==> images/final_congestion.png <==
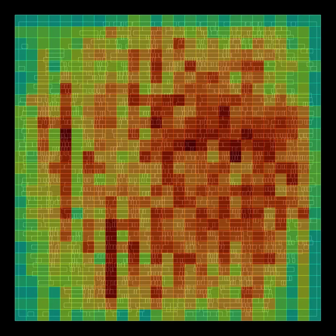
==> images/cell_classes.png <==
Drawn at 2 px/um. Fill, decap, tap and diode cells in gray.
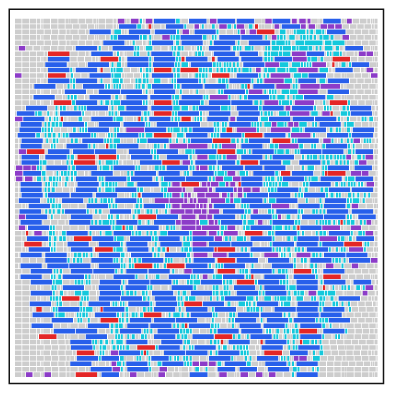
Design vram_write_buffer, sky130hd; sources not shown.
==> job_summary.md <==
### Metrics collected by this job

| Metric | Value |
|---|---|
| Crit path max fanout | 7 |
| GR Util All Layers | 30.2% |
| CTS tree | built |
| Mux share | 0% |
| Non-CTS buffers | 186 |
| Final setup fails | 24 |
| RSZ-0062 raised after global routing | true |
| Register area share after synthesis | 68.3% |
| GR Overflow Total | 0 |
| FP Core Util | 56.1% |
| OpenROAD warnings | 36 |
| Clk sink count | 423 |
| Flop-to-flop setup slack | 0.10 ns |
| Routability cong. | 0.841 |
| Final worst path period need | 2.82 ns |
| Slew @ Worst Pin | 0.681 ns |
| Placed inst area | 20000 um^2 |
| Worst endpoint required time | 2.00 ns |
| Yosys aoi share | 0.260% |
| Initial DRC count | 1698 |
| # Cells Yosys | 1753 |
| Failing checks | negative setup slack |
| CTS H-Tree Depth | 2 |
| Die X-Extent | 186 um |
| Maximum Capacitance Violations | 0 |
| Post-DRT Antenna Nets | 0 |
| Crit start category | register |
| I/O pins | 62 |
| Via count | 13200 |
| Non-CTS inverters | 310 |
| Status | finished, violations left |
| Final hold violation count | 0 |
| Final worst slack | -0.315 ns |
| Worst setup EP type | output port |
About final_congestion.png:
DR WL/cell: 22.5 um
Core Util, Final: 69.8%

About cell_classes.png:
| color | class | cells |
|---|---|---|
| blue | flip-flops | 423 |
| red | clock drivers and dummy loads | 82 |
| purple | other buffers and delay cells | 186 |
| cyan | all other logic | 1246 |
Core Box Area: 32600 um^2
sequential portion of the cell area: 55.0%
fin area: 22800 um^2
num rows: 66

routing by layer:
layer	part of all wire, %	up-vias	wire length, um
met5	0	-	0
met3	11	148	5780
met4	3.9	0	2100
li1	-	5953	-
met1	37	6272	19800
met2	48	838	25800
what timing repair did:
item | 4_1_cts | 5_1_grt
pin swaps | 9 | 39
setup endpoints to repair | 156 | 79
gates resized | 274 | 144
buffers inserted | 7 | 11
gates cloned | 2 | 7
Yosys cell counts:
cell type / instances / area, um^2
a21oi_1: 1 / 5.00
buf_1: 5 / 18.8
buf_2: 28 / 140
buf_4: 12 / 90.1
buf_6: 20 / 225
buf_8: 1 / 15.0
clkbuf_1: 17 / 63.8
clkbuf_2: 1 / 5.00
dfrtp_1: 39 / 976
edfxtp_1: 384 / 11500
ha_1: 11 / 138
inv_1: 305 / 1140
inv_2: 3 / 11.3
inv_4: 2 / 12.5
nand2_1: 589 / 2210
nand2_2: 1 / 6.26
nand3_1: 290 / 1450
nand3_2: 2 / 20.0
nand4_1: 2 / 12.5
nor2_1: 18 / 67.6
nor2_2: 1 / 6.26
nor3_1: 2 / 10.0
o21ai_0: 6 / 30.0
o22ai_1: 2 / 12.5
xnor2_1: 1 / 8.76
xor2_1: 10 / 87.6
worst max-delay path: stages, from the launching register on:
cell       delay, ns
dfrtp_2         0.58
inv_8           0.10
clkbuf_16       0.20
clkbuf_16       0.17
nand2_1         0.06
nand3_1         0.08
nand3_2         0.12
nand3_2         0.10
nand2_1         0.08
nand2_1         0.06
nand2_1         0.07
buf_4           0.14
power by group:
group          leakage [nW]  switching (mW)  internal [mW]
combinational          5.21            8.33           5.02
sequential             3.93           0.367           8.72
clock                 0.692            2.64           3.81
total                  9.84            11.3           17.5
No activity file was given, so power comes from the tool's default toggle rates.
